==> config.mk <==
export PLATFORM = sky130hd
export DESIGN_NAME = uart_rx_flat
export DESIGN_NICKNAME = d
export VERILOG_FILES = /design/src/rtl/uart_rx_if.sv /design/src/rtl/uart_rx.sv /design/src/flat_wrapper.sv
export SDC_FILE = /design/constraint.sdc
export NUM_CORES = 1
export LEC_CHECK = 0
export CORE_ASPECT_RATIO = 1.25
export CORE_MARGIN = 4
export CORE_UTILIZATION = 25
export DETAILED_ROUTE_END_ITERATION = 10
export PLACE_DENSITY_LB_ADDON = 0.2
export RECOVER_POWER = 25
export SYNTH_ARGS = -nofsm -noshare
export SYNTH_HDL_FRONTEND = slang
export SYNTH_SLANG_ARGS = --single-unit
==> constraint.sdc <==
create_clock -name clk -period 2.9 [get_ports clk]
set_clock_uncertainty 0.1 [all_clocks]
set_input_delay 0.29 -clock clk [delete_from_list [all_inputs] [get_ports clk]]
set_output_delay 0.29 -clock clk [all_outputs]
set_load 0.05 [all_outputs]
==> src/rtl/uart_rx_if.sv <==
// Receive-side signal bundle for uart_rx: serial line and baud tick in,
// parallel byte, done strobe and framing flag out.
interface uart_rx_if #(
   parameter int DBIT = 8
);
   logic            rx;
   logic            s_tick;
   logic [DBIT-1:0] dout;
   logic            rx_done_tick;
   logic            frame_err;

   modport master (
      output rx, s_tick,
      input  dout, rx_done_tick, frame_err
   );

   modport slave (
      input  rx, s_tick,
      output dout, rx_done_tick, frame_err
   );
endinterface

==> src/rtl/uart_rx.sv <==
// 8N1-style UART receiver: 16x oversampled, mid-bit sampling, one done strobe
// per frame with the stop-bit value reported as a framing error.
module uart_rx #(
   parameter int DBIT    = 8,
   parameter int SB_TICK = 16
) (
   input  logic     clk,
   input  logic     reset,
   uart_rx_if.slave bus
);
   localparam int NW = (DBIT > 1) ? $clog2(DBIT) : 1;

   localparam logic [1:0] IDLE  = 2'd0;
   localparam logic [1:0] START = 2'd1;
   localparam logic [1:0] DATA  = 2'd2;
   localparam logic [1:0] STOP  = 2'd3;

   localparam logic [3:0]    S_MID  = 4'd7;
   localparam logic [3:0]    S_LAST = 4'd15;
   localparam logic [3:0]    S_STOP = 4'(SB_TICK - 1);
   localparam logic [NW-1:0] N_LAST = NW'(DBIT - 1);

   logic            rx_sync_p0;
   logic            rx_s;
   logic [1:0]      state;
   logic [3:0]      s;
   logic [NW-1:0]   n;
   logic [DBIT-1:0] b;
   logic [DBIT-1:0] dout_r;
   logic            done_r;
   logic            ferr_r;

   // rx is asynchronous; flops reset high so reset release never looks like a start edge
   always_ff @(posedge clk) begin
      if (reset) begin
         rx_sync_p0 <= 1'b1;
         rx_s       <= 1'b1;
      end else begin
         rx_sync_p0 <= bus.rx;
         rx_s       <= rx_sync_p0;
      end
   end

   always_ff @(posedge clk) begin
      if (reset) begin
         state  <= IDLE;
         s      <= '0;
         n      <= '0;
         b      <= '0;
         dout_r <= '0;
         ferr_r <= 1'b0;
         done_r <= 1'b0;
      end else begin
         done_r <= 1'b0;
         case (state)
            IDLE: begin
               if (!rx_s) begin
                  state <= START;
                  s     <= '0;
               end
            end
            START: begin
               if (bus.s_tick) begin
                  if (s == S_MID) begin
                     // a start bit that is gone by mid-bit was a glitch
                     state <= rx_s ? IDLE : DATA;
                     s     <= '0;
                     n     <= '0;
                  end else begin
                     s <= s + 4'd1;
                  end
               end
            end
            DATA: begin
               if (bus.s_tick) begin
                  if (s == S_LAST) begin
                     s <= '0;
                     b <= {rx_s, b[DBIT-1:1]};
                     if (n == N_LAST) state <= STOP;
                     else             n     <= n + 1'b1;
                  end else begin
                     s <= s + 4'd1;
                  end
               end
            end
            default: begin
               if (bus.s_tick) begin
                  if (s == S_STOP) begin
                     // leave mid stop bit so a back-to-back start edge is caught
                     state  <= IDLE;
                     dout_r <= b;
                     ferr_r <= ~rx_s;
                     done_r <= 1'b1;
                  end else begin
                     s <= s + 4'd1;
                  end
               end
            end
         endcase
      end
   end

   assign bus.dout         = dout_r;
   assign bus.rx_done_tick = done_r;
   assign bus.frame_err    = ferr_r;
endmodule
==> src/flat_wrapper.sv <==
// flat-port wrapper written by rule: the top's interface ports become plain ports
module uart_rx_flat 
#(
   parameter int DBIT    = 8,
   parameter int SB_TICK = 16
)
  (clk, reset, bus_rx, bus_s_tick, bus_dout, bus_rx_done_tick, bus_frame_err);
  uart_rx_if #(.DBIT(DBIT)) bus_i ();
  input  logic clk;
  input  logic reset;
  input wire logic [$bits(bus_i.rx)-1:0] bus_rx;
  input wire logic [$bits(bus_i.s_tick)-1:0] bus_s_tick;
  output wire logic [$bits(bus_i.dout)-1:0] bus_dout;
  output wire logic [$bits(bus_i.rx_done_tick)-1:0] bus_rx_done_tick;
  output wire logic [$bits(bus_i.frame_err)-1:0] bus_frame_err;
  assign bus_i.rx = bus_rx;
  assign bus_i.s_tick = bus_s_tick;
  assign bus_dout = bus_i.dout;
  assign bus_rx_done_tick = bus_i.rx_done_tick;
  assign bus_frame_err = bus_i.frame_err;
  uart_rx #(.DBIT(DBIT), .SB_TICK(SB_TICK)) u_core (.clk(clk), .reset(reset), .bus(bus_i));
endmodule
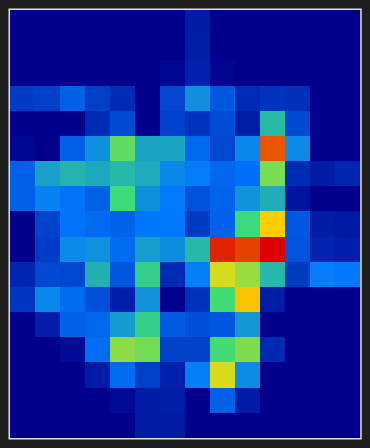
(run_1/metal_density.png)
The die is cut into 14 by 17 equal tiles; dark blue is low, red is high, scaled to the fullest tile. Values are wire area over tile area, all layers added.
- densest ninth of the die: centre
- mean over tiles: 0.068
- fullest tile: 0.45

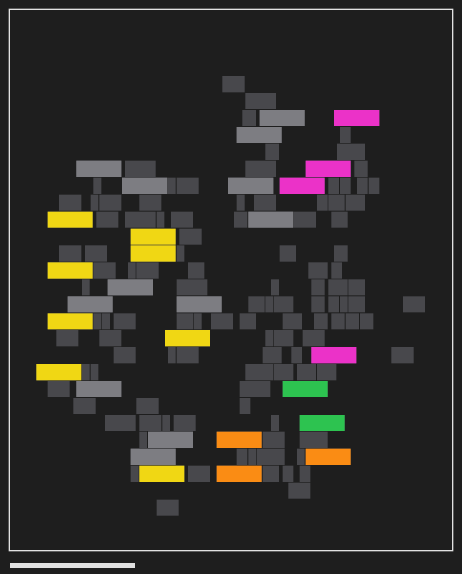
(run_1/flops_by_reg.png)
The bar under the picture is 20 µm long. Other sequential cells in the stronger grey, the rest of the logic in the fainter grey.
- yellow: u_core.bus.dout (flops 8; where west)
- orange: u_core.n (flops 3)
- green: u_core.state (flops 2)
- magenta: u_core.s (flops 4)

==> impl_metrics.toml, run 1 <==
# synthesis and place-and-route metrics
[clocking]
cts_max_level = 2
numCtsBuffers = 5
cts_hold_buffers = 0
cts_resized = 0

[place]
routabilityCongestion = 0.733
portBuffers = 13

[synthesis]
edf_count = 0
ys_types = 36
top_cell_area_share_pct = 46.9
syn_avg_cell_area_um2 = 9.99
synth.most_common_cell = "dfxtp_1"
syn-cell-area_um2 = 1240
syn-num-nets = 131
yosysWarnings = 0
async_flop_share_pct = 0
netlist_instances = 124

[outcome]
outcome = "finished, final reports clean"

[worst_setup_path]
worstReg2RegStart = "u_core.state[0]"
worstPathArrival_ns = 2.15
crit_required_ns = 2.97
cp-end-kind = "flip-flop"

[grt]
antenna_found_initial = 0
grt_start_max_net_pins = 18

[final_timing]
post-route-min-period_ns = 2.07
timing.final.max_slew_violations = 0
clock.fmax_mhz = 482
slew_headroom_pct = 63.7
rsz0062_at_grt = "false"

[cells_and_area]
combGateArea_um2 = 592
syn2layout_area_growth_pct = 21.8
fill_cells = 523
final_util_pct = 31.7

[die]
pin_count = 14
dieArea_um2 = 6150
die_h_um = 86.7

[run]
cap_violations = 0
warnings = 26

[routing]
drt-initial-drc-count = 60
ant_nets = 0
drc_errors = 0

[power_and_ir_drop]
peakVddDrop_v = 0.000245
power_uw = 796
power_density_nw_per_um2 = 527

[min_path]
hold_path_startpoint = "u_core.rx_sync_p0"
hold_path_class = "reg2reg"
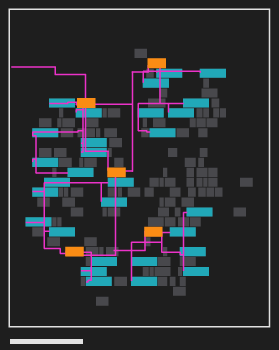
(run_1/clk_routes.png)
The bar under the picture is 20 µm long.
- orange: clock drivers (count 5)
- magenta: clock wires (length 410 µm)
- cyan: flip-flops (count 29)
- routed clock nets: 6

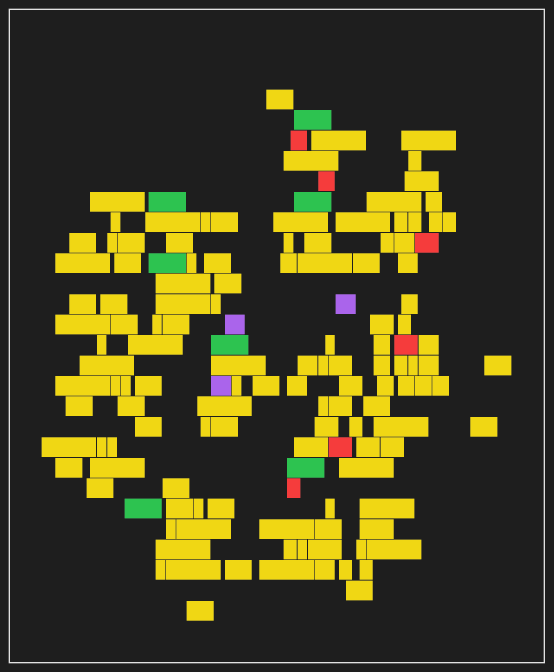
(run_1/sizes.png)
- red: _2 cells (cells 6; share 4.3%)
- purple: _3 and _4 cells (cells 3; share 2.1%)
- yellow: _0 and _1 cells (cells 124; share 89%)
- green: _6 and larger (cells 7; share 5.0%)

## run 1: flip-flops by register name, summed over array words and instances (netlist names)
register / flops
u_core.b: 8
u_core.bus.dout: 8
u_core.bus.frame_err: 1
u_core.bus.rx_done_tick: 1
u_core.n: 3
u_core.rx_s: 1
u_core.rx_sync_p0: 1
u_core.s: 4
u_core.state: 2
## run 1: report_power, final
part / leakage, µW / internal [µW] / total (µW) / switching [µW]
logic: 0.000233 / 11.6 / 26.4 / 14.8
registers: 0.000234 / 402 / 407 / 5.31
clock network: 0.0000542 / 214 / 362 / 148
total: 0.000521 / 628 / 796 / 168
## run 1: placed cells by master, fill, tap and decap left out
cell type | synthesis | routed
and4_1 | 0 | 1
inv_1 | 2 | 2
mux2i_1 | 17 | 17
or3_1 | 1 | 1
o21ai_0 | 3 | 3
nand2b_1 | 1 | 1
and3_1 | 1 | 1
or3b_2 | 2 | 2
clkbuf_8 | 0 | 7
nor3b_1 | 1 | 2
and4bb_1 | 1 | 1
or4b_1 | 2 | 2
nand3_1 | 1 | 1
nand2_1 | 4 | 4
o2bb2ai_1 | 1 | 1
o21ai_2 | 1 | 1
a211o_1 | 1 | 1
nand4_1 | 2 | 2
a21oi_1 | 8 | 8
ha_1 | 3 | 3
a41oi_1 | 1 | 1
o31ai_1 | 1 | 1
a221oi_1 | 1 | 1
clkinv_2 | 0 | 1
or4_1 | 3 | 3
a21o_1 | 1 | 1
dlygate4sd3_1 | 0 | 4
nor2_1 | 18 | 18
dfxtp_1 | 29 | 29
a311oi_1 | 2 | 2
nor2b_1 | 2 | 2
clkdlybuf4s50_1 | 0 | 9
a31oi_1 | 1 | 1
or2_2 | 2 | 2
o22ai_1 | 1 | 1
buf_4 | 2 | 3
## run 1: cells by family (layout without fill, tap and decap cells)
family | after synthesis | count (layout) | synth area share [%]
and+or+nand+nor | 43 | 43 | 20.4
adders and majority gates | 3 | 3 | 3.03
muxes | 17 | 17 | 13.7
buffers and inverters | 10 | 26 | 4.34
AOI/OAI and AO/OA | 22 | 22 | 11.6
DFF | 29 | 29 | 46.9
## run 1: how the worst max path moves through the flow
stage,start,end,slack [ns],cells past startpoint
2_1_floorplan,u_core.n[0],u_core.n[1],1.10,6
3_3_place_gp,bus_s_tick,u_core.b[6],0.70,6
3_5_place_dp,bus_s_tick,u_core.b[5],0.66,6
4_1_cts,u_core.s[0],u_core.b[5],0.91,6
5_1_grt,u_core.s[0],u_core.bus.dout[7],0.66,5
6_report,bus_s_tick,u_core.bus.dout[1],0.83,5
## run 1: per-layer routing
layer,track usage (%),wire (µm),vias up
met5,0,0,-
met4,6.67,70,0
met3,3.83,143,7
met2,13.0,1140,24
met1,11.1,1260,456
li1,-,-,472
## run 1: layout make-up
class | instances | share of cell area [%]
clock buffer | 7 | 6.38
clock inverter | 1 | 0.332
inverter | 2 | 0.498
multi-input combinational | 85 | 39.2
sequential | 29 | 38.5
tap | 60 | 4.98
timing repair buffer | 16 | 10.1
## run 1: worst max-delay path: stages
cell and delay (ns):
clkdlybuf4s50_1 0.61, and3_1 0.33, and4_1 0.59, mux2i_1 0.27, nor2_1 0.05
==> run 2, diff against run 1 <==
==> constraint.sdc (replaced) <==
create_clock -name clk -period 1.8 [get_ports clk]
set_clock_uncertainty 0.1 [all_clocks]
set_input_delay 0.18 -clock clk [delete_from_list [all_inputs] [get_ports clk]]
set_output_delay 0.18 -clock clk [all_outputs]
set_load 0.05 [all_outputs]
==> run 2 against run 1 <==
- the run now ends with setup timing left
- first-iteration DRC count decreased by 23%
- routed wire length up 2.9%
- worst hold slack got worse by 0.0063 ns
- final cell count increased by 6.5%
- global-route usage increased by 0.64 points
- clock power is 47% higher
- non-clock buffer count increased by 14
- sequential share of layout area decreased by 3.4 points
- flip-flop count stayed put
- largest power group unchanged
- highest routed layer unchanged
==> impl_metrics.toml, run 2 <==
# synthesis and place-and-route metrics
[grt]
antenna_found_initial = 0
grt_start_max_net_pins = 13

[synthesis]
edf_count = 0
synth.most_common_cell = "dfxtp_1"
syn_avg_cell_area_um2 = 9.99
syn-num-nets = 131
async_flop_share_pct = 0
ys_types = 36
top_cell_area_share_pct = 46.9
syn-cell-area_um2 = 1240
netlist_instances = 124

[final_timing]
timing.final.max_slew_violations = 0
rsz0062_at_grt = "true"
post-route-min-period_ns = 1.84
slew_headroom_pct = 60.8
postLayoutSetupSlackWorst_ns = -0.0392
setup_viol = 2
clock.fmax_mhz = 544

[power_and_ir_drop]
peakVddDrop_v = 0.000432
intPower_uw = 979
p_sw_share_pct = 21.3
clkPwrFrac_pct = 42.9
power_density_nw_per_um2 = 749
switchingPower_uw = 266

[clocking]
numCtsBuffers = 5
cts_root_buf = "clkbuf_8"
cts_max_level = 2

[worst_setup_path]
worstReg2RegStart = "u_core.n[1]"
worstPathArrival_ns = 1.96
cp-end-kind = "flip-flop"
crit_required_ns = 1.92

[routing]
ant_nets = 0
drt-initial-drc-count = 46
drc_errors = 0

[run]
warnings = 28

[die]
pin_count = 14
dieArea_um2 = 6150
die_h_um = 86.7

[place]
routabilityCongestion = 0.748
portBuffers = 13

[outcome]
outcome = "complete, but fails checks"
violations = "setup timing"

[min_path]
hold_path_class = "reg2reg"

[cells_and_area]
syn2layout_area_growth_pct = 34.2
[run 2: power by group through the flow]
stage | combinational [µW] | sequential, µW | clock (µW)
after CTS | 56.0 | 654 | 559
after global placement | 53.5 | 669 | 0
after global routing | 63.1 | 656 | 593
final | 56.1 | 655 | 533
after floorplan | 30.8 | 666 | 0
after detailed placement | 55.6 | 669 | 0
[run 2: routing by layer]
layer | vias up | global-route usage (%) | share of wire, % | wire length, µm
li1 | 503 | - | - | -
met1 | 476 | 10.7 | 45 | 1210
met2 | 28 | 15.7 | 47 | 1270
met3 | 9 | 3.83 | 4.5 | 121
met4 | 0 | 6.50 | 3.1 | 82
met5 | - | 0 | 0 | 0
[run 2: critical path, cell delays in order, from the launching register on]
cell and delay [ns]:
dfxtp_1 0.34, ha_4 0.17, ha_4 0.15, and4bb_1 0.26
o21ai_2 0.09, or4b_4 0.55, a21oi_2 0.12
[run 2: area by class of cell]
| type | count | area, µm² | share of cell area, % |
|---|---|---|---|
| Clock buffer | 7 | 86.3 | 5.19 |
| Inverter | 2 | 7.51 | 0.451 |
| Sequential cell | 29 | 583 | 35.1 |
| Timing Repair Buffer | 30 | 262 | 15.7 |
| Multi-Input combinational cell | 85 | 649 | 39.1 |
| Tap cell | 60 | 75.1 | 4.51 |
[run 2: worst max-delay path by stage]
stage          depth (start not counted)           to        start
2_1_floorplan                          6  u_core.n[1]  u_core.n[0]
3_3_place_gp                           5  u_core.n[2]   bus_s_tick
3_5_place_dp                           5  u_core.n[2]   bus_s_tick
4_1_cts                                6  u_core.n[1]  u_core.n[1]
5_1_grt                                6  u_core.n[1]  u_core.n[1]
6_report                               6  u_core.n[1]  u_core.n[1]
[run 2: cells by family after synthesis]
family | Yosys count | share of synthesized area (%)
adders and majority gates | 3 | 3.03
AOI/OAI and AO/OA | 22 | 11.6
and+or+nand+nor | 43 | 20.4
buffers and inverters | 10 | 4.34
muxes | 17 | 13.7
DFF | 29 | 46.9
[run 2: what timing repair did]
item	in CTS	in global routing
setup endpoints to repair	4	12
pin swaps	6	2
resized	6	7
buffers inserted	1	0
endpoints found under the hold margin	0	0
gates cloned	0	1
[run 2: metrics by stage]
| step | hold WS [ns] | instances | total power (µW) | utilization, % | area, µm² |
|---|---|---|---|---|---|
| after floorplan | 0.184 | 124 | 697 | - | 1240 |
| after global placement | 0.305 | 204 | 722 | 31.9 | 1520 |
| after detailed placement | 0.295 | 204 | 724 | 31.9 | 1520 |
| after CTS | 0.308 | 212 | 1270 | 34.5 | 1640 |
| after global routing | 0.353 | 213 | 1310 | 34.9 | 1660 |
| final | 0.307 | 213 | 1240 | 34.9 | 1660 |
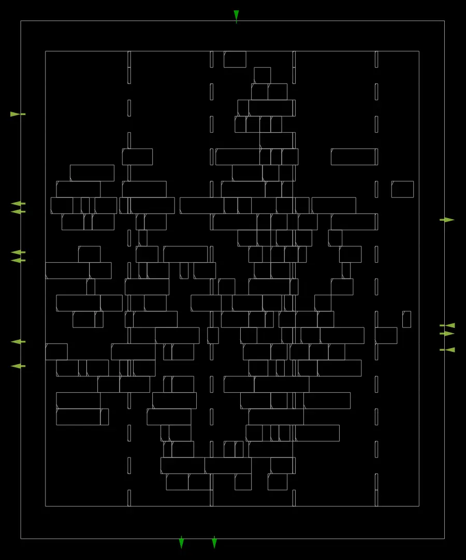
(run_2/placement.png)
Fill cells: 495
Finished Layout Cells: 213
Core ar.: 4760 µm²

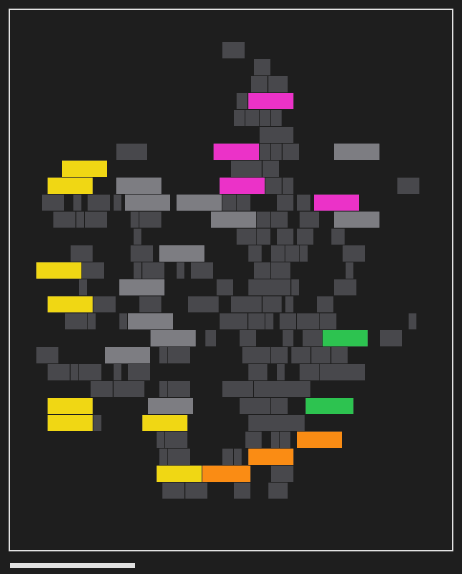
(run_2/flops_by_reg.png)
The bar under the picture is 20 µm long. Other sequential cells in the stronger grey, the rest of the logic in the fainter grey.
- orange: u_core.n (flops 3)
- green: u_core.state (flops 2)
- yellow: u_core.bus.dout (flops 8)
- magenta: u_core.s (flops 4)
flop share of the area: 35.1%
share of the core filled with cells: 34.9%

Power and IR drop assume default switching activity.
